**Run 1: clock routing**

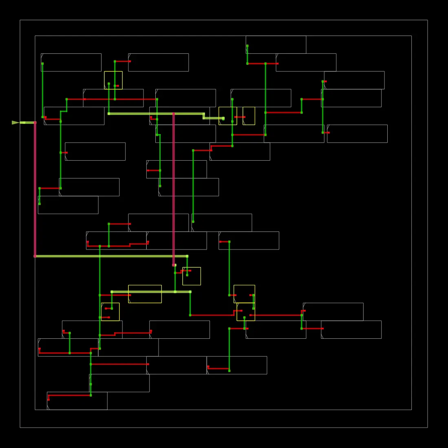
**Run 1: clock wires, drivers and flops**

Drawn at 10 px/µm.
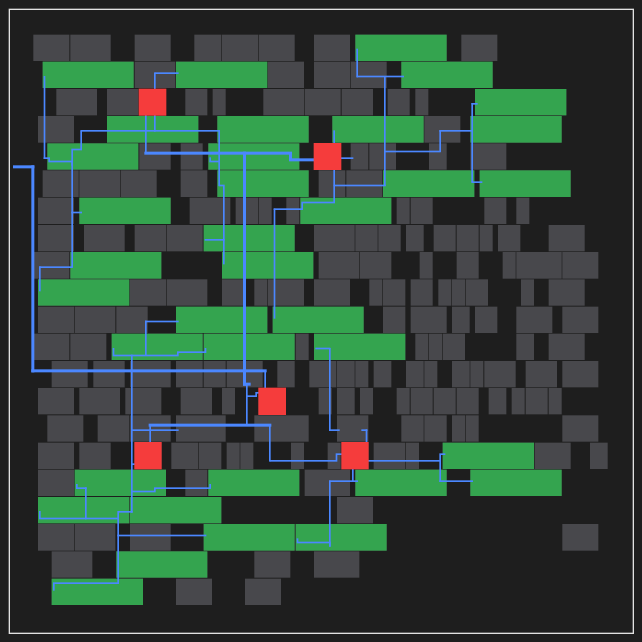
**Run 1: cell classes on the final placement**

Drawn at 6 px/µm. Fill, decap, tap and diode cells in gray.
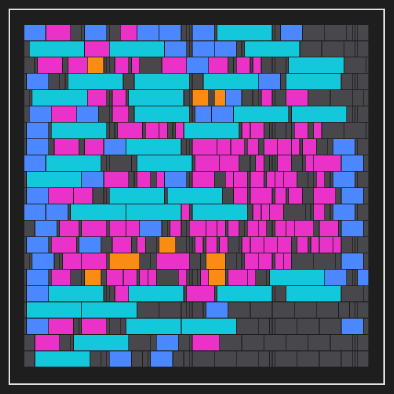
## src/rtl/xnor_match_pkg.sv

```systemverilog
// Shared types and default parameters for the masked XNOR pattern matcher.
package xnor_match_pkg;

  typedef enum logic [1:0] {
    IDLE   = 2'd0,
    ARMED  = 2'd1,
    LOCKED = 2'd2
  } state_t;

  localparam int DEF_WIDTH  = 8;
  localparam int DEF_CNT_W  = 8;
  localparam int DEF_THRESH = 3;

endpackage

```

## src/rtl/xnor_match_unit_xnor_bank.sv

```systemverilog
// Per-bit masked equality: a bit reads 1 when it matches or is masked out.
module xnor_bank #(
  parameter int WIDTH = 8
) (
  input  logic [WIDTH-1:0] a,
  input  logic [WIDTH-1:0] b,
  input  logic [WIDTH-1:0] mask,
  output logic [WIDTH-1:0] eq
);

  assign eq = ~(a ^ b) | ~mask;

endmodule

```

## src/rtl/xnor_match_unit.sv

```systemverilog
// Masked pattern matcher that counts consecutive matching samples and
// locks once the run reaches THRESH.
module xnor_match_unit
  import xnor_match_pkg::*;
#(
  parameter int WIDTH  = DEF_WIDTH,
  parameter int CNT_W  = DEF_CNT_W,
  parameter int THRESH = DEF_THRESH
) (
  input  logic             clk,
  input  logic             rst_n,
  input  logic             cfg_load,
  input  logic [WIDTH-1:0] cfg_pattern,
  input  logic [WIDTH-1:0] cfg_mask,
  input  logic             in_valid,
  input  logic [WIDTH-1:0] in_data,
  output logic             out_valid,
  output logic [WIDTH-1:0] out_eq,
  output logic             out_match,
  output logic [CNT_W-1:0] run_cnt,
  output logic             locked
);

  localparam logic [CNT_W-1:0] THRESH_C = CNT_W'(THRESH);

  function automatic logic [CNT_W-1:0] sat_inc(input logic [CNT_W-1:0] v);
    return (&v) ? v : v + CNT_W'(1);
  endfunction

  state_t           state_p1;
  logic [WIDTH-1:0] pattern_p0;
  logic [WIDTH-1:0] mask_p0;
  logic [WIDTH-1:0] eq_p0;
  logic             match_p0;
  logic [CNT_W-1:0] cnt_inc_p0;
  logic             vld_p1;
  logic [WIDTH-1:0] eq_p1;
  logic             match_p1;
  logic [CNT_W-1:0] run_cnt_p1;

  xnor_bank #(.WIDTH(WIDTH)) u_bank (
    .a    (in_data),
    .b    (pattern_p0),
    .mask (mask_p0),
    .eq   (eq_p0)
  );

  assign match_p0   = &eq_p0;
  assign cnt_inc_p0 = sat_inc(run_cnt_p1);

  // p0 -> p1: compare result, run counter and FSM all update on one edge
  always_ff @(posedge clk or negedge rst_n) begin
    if (!rst_n) begin
      state_p1   <= IDLE;
      pattern_p0 <= '0;
      mask_p0    <= '0;
      vld_p1     <= 1'b0;
      eq_p1      <= '0;
      match_p1   <= 1'b0;
      run_cnt_p1 <= '0;
    end else begin
      vld_p1 <= 1'b0;
      if (cfg_load) begin
        // A load always wins over a coincident sample, which is dropped
        pattern_p0 <= cfg_pattern;
        mask_p0    <= cfg_mask;
        run_cnt_p1 <= '0;
        state_p1   <= ARMED;
      end else begin
        case (state_p1)
          IDLE: begin
          end
          ARMED, LOCKED: begin
            if (in_valid) begin
              vld_p1   <= 1'b1;
              eq_p1    <= eq_p0;
              match_p1 <= match_p0;
              if (match_p0) begin
                run_cnt_p1 <= cnt_inc_p0;
                if (cnt_inc_p0 >= THRESH_C)
                  state_p1 <= LOCKED;
              end else begin
                run_cnt_p1 <= '0;
                state_p1   <= ARMED;
              end
            end
          end
          default: state_p1 <= IDLE;
        endcase
      end
    end
  end

  assign out_valid = vld_p1;
  assign out_eq    = eq_p1;
  assign out_match = match_p1;
  assign run_cnt   = run_cnt_p1;
  assign locked    = (state_p1 == LOCKED);

endmodule

```

## config.mk

```make
export PLATFORM = sky130hd
export DESIGN_NAME = xnor_match_unit
export DESIGN_NICKNAME = d
export VERILOG_FILES = /design/src/rtl/xnor_match_pkg.sv /design/src/rtl/xnor_match_unit_xnor_bank.sv /design/src/rtl/xnor_match_unit.sv
export SDC_FILE = /design/constraint.sdc
export NUM_CORES = 1
export LEC_CHECK = 0
export CORE_MARGIN = 2
export CORE_UTILIZATION = 51
export CTS_CLUSTER_SIZE = 30
export DETAILED_ROUTE_END_ITERATION = 10
export PLACE_DENSITY = 0.91
export SYNTH_ARGS = -nofsm -noshare
export SYNTH_HDL_FRONTEND = slang
export SYNTH_SLANG_ARGS = --single-unit
```

## constraint.sdc

```tcl
create_clock -name clk -period 3.3 [get_ports clk]
set_input_delay 0.495 -clock clk [delete_from_list [all_inputs] [get_ports clk]]
set_output_delay 0.495 -clock clk [all_outputs]
set_load 0.01 [all_outputs]
```

==> Changelog: implementation, run 1 <==
### Changed

- Fin crit period: 2115 ps
- Final weighted congestion in routability-driven placement: about 0.9
- GR peak layer: met2
- Layout cells sized above 1: 15.46%
- OpenROAD warning count: 27
- Crit path DRT: about 3500 ps
- Peak VDD IR: 0.0003418 V
- Worst hold margin: ~220 ps
- Via Count: 1399
- Combinational Area: a little under 800 µm²
- Ys cells: 158
- Final Power: 0.0009584 W
- Cells after synthesis: 158
- Final setup fails: 0
- Floorplan utilization: about 53%
- Register area: 900.9 µm²
- Number of setup buffers added after CTS: 0
- Least-Margin Pin Slew: 779.9 ps
- Max Slew Vio Count: 0
- Boundary Pins: around 47
- Floorplan Nets: 189
- Drt via density: 5.530
- Starting DRT DRC Count: between 50 and 60
- Syn Std Cell Area: approximately 0.0017 mm²
- Vias in the first global route: 1323
- Critical Path Fanout Max: 17
- CP endpoint kind: flip-flop
- Cts hold-fix bufs: 0
- CTS root buffer: clkbuf_4
- Critical Path Start Type: input port
- Hpwl dp: 2553 µm
- F_max: 0.4728 GHz
- H-tree lvl count: 2
- DRC: 0
- Reg2Reg Depth: 7
- CTS buffer count: 5
- Worst EP arrival: about 2300 ps
- Layout area overhead: 31.96%
- Die Area: slightly below 0.004 mm²
- Die width: just over 60 µm
- First-pass GRT wire length: around 6000 µm
- Met2 GRT Util: roughly 33%
- Die height: 62.25 µm
- Run status: finished clean
- YS warnings: 0
- Max-Cap Viols: 0
- RSZ-0062 raised after global routing: no
- Final WS setup: 1185 ps
- ANT nets after route: 0
- Worst slack, placed: 819.7 ps
- GR Util met3: between 7 and 8%
- Largest net degree at the start of global routing: 37
- Pwr/cell area: 419.7 mW/mm²
- Worst hold-check path type: in2async
- Chip area line of the yosys report: roughly 0.0017 mm²
- Final hold violation count: 0
- Max-slew headroom: roughly 48%
- Kind of critical path: in2reg
- Post_cts resized: 0
- DRT Pass-1 Iters: 4
- Synth Register Bits: 36
- Residual overflow from global routing: 0
- M1 GR Usage: 23.00%
- Sequential cell area fraction in the yosys report: 52.06%
- Post-Layout Cell Count: 253
- Ratio of final minimum period to clock period: 64.09%
- Cell Type Count: 34
- Setup TNS: 0 ps
- Global Route Usage Sum: 19.40%
- Port Buf Inserts: roughly 46
- Worst-path clk slew: 120 ps
- Max Buffers Root-to-Sink: 2
- CTS tree: done
- Routed wire length: 3450 µm
-- 'clock routing' (at the start) --
clk_skew: 14.92 ps
clock sinks: 36

-- 'clock wires, drivers and flops' (at the start) --
- clock wires: blue (length 396 µm)
- flip-flops: green (count 36)
- clock-net drivers: red (count 5)
- flops lie: all over the die
Skew-Pair Late Insertion Delay: 340 ps
P_clk: 0.000253 W
Clk pwr share: 26.4%

-- 'cell classes on the final placement' (at the start) --
- registers: cyan (cells 36)
- remaining logic cells: magenta (cells 115)
- remaining buffers and delay cells: blue (cells 48)
- clock drivers and dummy loads: orange (cells 8)
core area: 0.003284 mm²
design area: 0.002283 mm²
row count: 21
flop share of the area: 39.45%

run 1: cells by family (layout without fill, tap and decap cells):
logic type / Yosys count / in the layout / synth area share, %
compound gates: 37 / 37 / 14.89
xor+xnor: 8 / 8 / 4.049
fa+ha+maj: 3 / 3 / 2.169
buf+inv: 12 / 61 / 3.543
flops: 36 / 36 / 52.06
mux: 18 / 18 / 11.64
simple gates: 44 / 44 / 11.64
run 1: per-stage QoR:
| stage | instance area (µm²) | utilization, % |
|---|---|---|
| after detailed placement | 2218 | 67.54 |
| final | 2283 | 69.52 |
| after floorplan | 1730 | - |
| after global placement | 2218 | 67.54 |
| after global routing | 2283 | 69.52 |
| after CTS | 2283 | 69.52 |
run 1: path summary, 6_finish.rpt:
| path | endpoint | slack [ps] | from |
|---|---|---|---|
| worst max-delay path | state_p1[0] | 1180 | in_data[4] |
| max in group asynchronous | state_p1[0] | 2580 | rst_n |
| worst max register to register | out_eq[5] | 1280 | state_p1[0] |
| worst min register to register | out_eq[3] | 480 | mask_p0[3] |
| worst min-delay path | out_eq[7] | 220 | rst_n |
| min in group clk | out_eq[3] | 480 | mask_p0[3] |
run 1: where the power goes:
group          internal [W]  switching (W)  leakage, nW  total (W)
sequential         0.000482      0.0000267        0.429   0.000509
combinational      0.000111      0.0000852        0.455   0.000197
clock              0.000105       0.000148       0.0386   0.000253
run 1: synthesized netlist by cell type (all sizes together):
cell type	instances	share of area (%)
o32a	1	0.58
o21ai	2	0.58
nor2	21	4.6
clkbuf	1	0.22
nand2	8	1.7
a211o	1	0.51
xor2	8	4.0
inv	5	1.1
and3	2	0.72
mux2i	1	0.58
a221oi	1	0.87
o22ai	1	0.36
mux2	17	11
and2	1	0.36
a31oi	19	6.9
a311o	1	0.58
or3	1	0.36
a41oi	2	1.0
or2	1	0.36
ha	3	2.2
o31a	1	0.51
buf	6	2.2
dfrtp	36	52
a22oi	4	1.7
nand4	2	0.72
and4	1	0.51
nand3	5	1.7
a21oi	3	0.87
nor3	2	0.58
o21bai	1	0.43
run 1: critical path, stage by stage:
cell and delay, ps:
clkdlybuf4s50_1 410, xor2_1 170, a22oi_1 240, and4_1 590, nor3_1 100, a311o_1 330
run 1: registers in the layout, summed over array words and instances, names as in the netlist:
register,cells
out_match,1
mask_p0,8
run_cnt,8
pattern_p0,8
state_p1,2
out_valid,1
out_eq,8
run 1: per-layer routing:
layer,share of wire (%),up-vias
met5,0,-
met4,1.2,0
met3,7.1,4
met2,51,55
met1,41,665
li1,-,675
run 1: placed cells by master, fill, tap and decap left out, drive strengths merged, types with 4 or more instances in the layout:
cell type,instances
nand3,5
nor2,21
xor2,8
inv,6
a22oi,4
a31oi,19
clkbuf,6
clkdlybuf4s50,45
mux2,17
dfrtp,36
nand2,8
run 1: layout make-up:
type                       instances  share of cell area (%)
sequential                        36                   39.45
multi-input combinational        110                   33.75
timing repair buffer              48                   20.60
tap                               46                   2.521
clock buffer                       6                   2.247
inverter                           5                  0.8219
clock inverter                     2                  0.6027
**Run 1: ports around the boundary**

Drawn at 4 px/µm. Pins as bars across the die edge, other pins in gray.
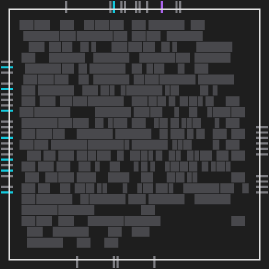

==> run 1 -> run 2 <==
Settings changed: CORE_UTILIZATION 51 to 43, PLACE_DENSITY 0.91 to 0.82.
Clock period 3.3 ns to 1.75 ns, I/O delays scaled along.
**Run 2: ports around the boundary**

Drawn at 4 px/µm. Pins as bars across the die edge, other pins in gray.
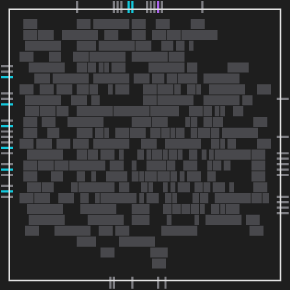
- out_match: purple (pins 1; direction output; edge top)
- cfg_pattern: cyan (pins 8; direction input; edge 6 left, 2 top)
die width: 67.44 µm
die height: 67.44 µm
Port Buf Inserts: 46

**Run 2: clock routing**

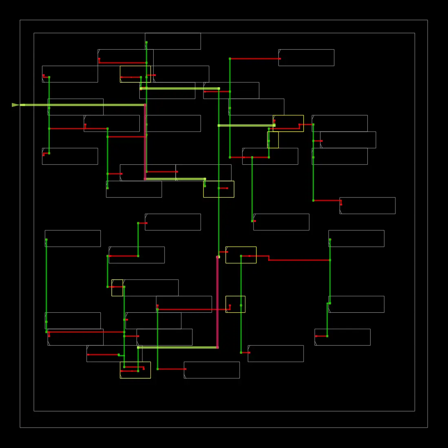
clk_skew: 3.405 ps
CTS buffer count: 5
Skew-Pair Late Insertion Delay: 290 ps
clock buffers: 5
P_clk: 0.000583 W

==> run 2 against run 1 <==
The run now ends with hold timing left. Sequential power increased by 88%. Synthesized cell count unchanged. Global-route usage decreased by 1.1 points. Sequential cell count unchanged. Non-clock buffer count increased by 7. Worst setup slack got worse by 1100 ps. Critical path type is now reg2reg. Largest cell class unchanged.
==> Changelog: implementation, run 2 <==
### Changed

- Run status: complete, but fails checks
- Violated checks: hold timing
- Critical Path Start Type: flip-flop
- First-pass GRT wire length: ~6000 µm
- Kind of critical path: reg2reg
- Ys cells: 158
- Post-synth top area cell: dfrtp_1
- Largest net degree at the start of global routing: 37
- ANT nets after route: 0
- Max-slew headroom: 70.05%
- Max Slew Vio Count: 0
- Worst hold margin: -2.686 ps
- Floorplan utilization: 43.89%
- Cell Type Count: 34
- Final hold violation count: 4
- Crit path max-delay family: AND-OR/OR-AND gates
- Max Buffers Root-to-Sink: 2
- F_max: 0.5981 GHz
- Most common cell in the synthesized netlist: dfrtp_1
- Crit path cell chain: ha_2, and2_1, a21oi_1, o32a_1, nor2_1, a311o_1
- CTS root buffer: clkbuf_8
- Starting DRT DRC Count: approximately 150
- Worst hold-check path type: in2async
- Residual overflow from global routing: 0
- Cells after synthesis: 158
- Final Power: 0.001937 W
- Top FF cell, synth: dfrtp_1
- Die Area: around 0.0045 mm²
- Sequential cell area fraction in the yosys report: 52.06%
- Syn Std Cell Area: approximately 0.0017 mm²
- OpenROAD warning count: 27
- DRC: 0
- Most common logic cells in the final layout: clkdlybuf4s50_1, dfrtp_1, nor2_1
- Floorplan Nets: 189
- Final WS setup: 78.10 ps
- Critical path origin: run_cnt[0]
- Least-Margin Pin Slew: 449.2 ps
- Worst setup path endpoint: state_p1[0]
- Slowest CP cell: dfrtp_1
- Layout area overhead: 38.39%
- CP peak stage delay: between 300 and 400 ps
- Final setup fails: 0
- Crit path DRT: approximately 1900 ps
- FF-to-FF End: state_p1[0]
- Via Count: between 1k and 1.5k
- Peak VDD IR: 0.0005281 V
- Ratio of final minimum period to clock period: a little over nine tenths
- Layout cells sized above 1: 19.63%
- Routed wire per std cell: 13.91 µm
- Row count: 23
- Hpwl dp: 2674 µm
- Vias in the first global route: 1354
- Synth top area share: between 50% and 60%
- H-tree lvl count: 2
- Final Util: around three fifths
- CTS tree: done
- YS warnings: 0
- Ant diodes: 0
- Pwr/cell area: between 800 and 900 mW/mm²
- Core area: 0.003943 mm²
- Clock sinks: 36
- Most frequent cells after synthesis: dfrtp_1, nor2_1, a31oi_1
- Global Route Usage Sum: 18.30%
- Max-Cap Viols: 0
- CP endpoint kind: flip-flop
- Worst EP arrival: 1850 ps
- Top cell excl fill/tap: clkdlybuf4s50_1
- Crit path buffers/inverters: 0
- Worst slack, placed: -183.2 ps
- Critical Path Fanout Max: 6
- R2R setup slack: slightly below 80 ps
- Main area contributors: dfrtp_1, mux2_2, a31oi_1
- Chip area line of the yosys report: ~0.0017 mm²
- Boundary Pins: 47
- DRT Pass-1 Iters: 4
- Drt via density: 5.364
- RSZ-0062 raised after global routing: no
run 2: stage by stage:
| step | hold WS (ps) | instance area (µm²) | TNS (ps) |
|---|---|---|---|
| after CTS | 10.20 | 2376 | 0 |
| after global placement | 328.1 | 2288 | -1479 |
| after floorplan | -33.09 | 1730 | 0 |
| after global routing | 43.53 | 2395 | 0 |
| final | -2.686 | 2395 | 0 |
| after detailed placement | 327.5 | 2288 | -1488 |
run 2: layer usage:
| layer | vias to the layer above | wire, µm | share of wire [%] | track usage (%) |
|---|---|---|---|---|
| met4 | 0 | 27 | 0.74 | 6.888 |
| met1 | 669 | 1504 | 41 | 23.02 |
| met3 | 4 | 231 | 6.3 | 5.667 |
| met5 | - | 0 | 0 | 0 |
| li1 | 689 | - | - | - |
| met2 | 54 | 1909 | 52 | 29.58 |
run 2: cell type report:
class | count | area [µm²]
fill | 341 | 1548
sequential | 36 | 900.9
multi-input combinational | 110 | 783.3
timing repair buffer | 55 | 541.8
clock buffer | 5 | 68.82
tap | 50 | 62.56
clock inverter | 3 | 18.77
inverter | 5 | 18.77
run 2: report_power, final:
group          switching [W]  internal, W
combinational       0.000169     0.000229
clock               0.000306     0.000277
sequential         0.0000468     0.000910
total               0.000521      0.00142
run 2: cells by family (layout without fill, tap and decap cells):
group | Yosys count | in the layout | share of synthesized area (%)
simple gates | 44 | 44 | 11.64
compound gates | 37 | 37 | 14.89
flops | 36 | 36 | 52.06
mux | 18 | 18 | 11.64
buf+inv | 12 | 68 | 3.543
xor+xnor | 8 | 8 | 4.049
fa+ha+maj | 3 | 3 | 2.169
run 2: repair_timing:
action / CTS / global route
gates resized: 0 / 6
hold buffers: 0 / 0
buffers inserted: 0 / 0
setup endpoints to repair: 0 / 18
run 2: worst min-delay path by stage:
stage / start / end / slack, ps / depth (start not counted)
finish: rst_n / run_cnt[6] / -3 / 2
global route: rst_n / out_match / 40 / 2
CTS: rst_n / run_cnt[6] / 10 / 2
detailed placement: rst_n / run_cnt[6] / 330 / 2
global placement: rst_n / run_cnt[6] / 330 / 2
floorplan: rst_n / mask_p0[0] / -30 / 0
run 2: worst reg2reg max path, stage by stage (launching register included):
cell	delay [ps]
dfrtp_1	390
ha_2	240
and2_1	190
a21oi_1	160
o32a_1	190
nor2_1	60
a311o_1	340
Power and IR drop assume default switching activity.
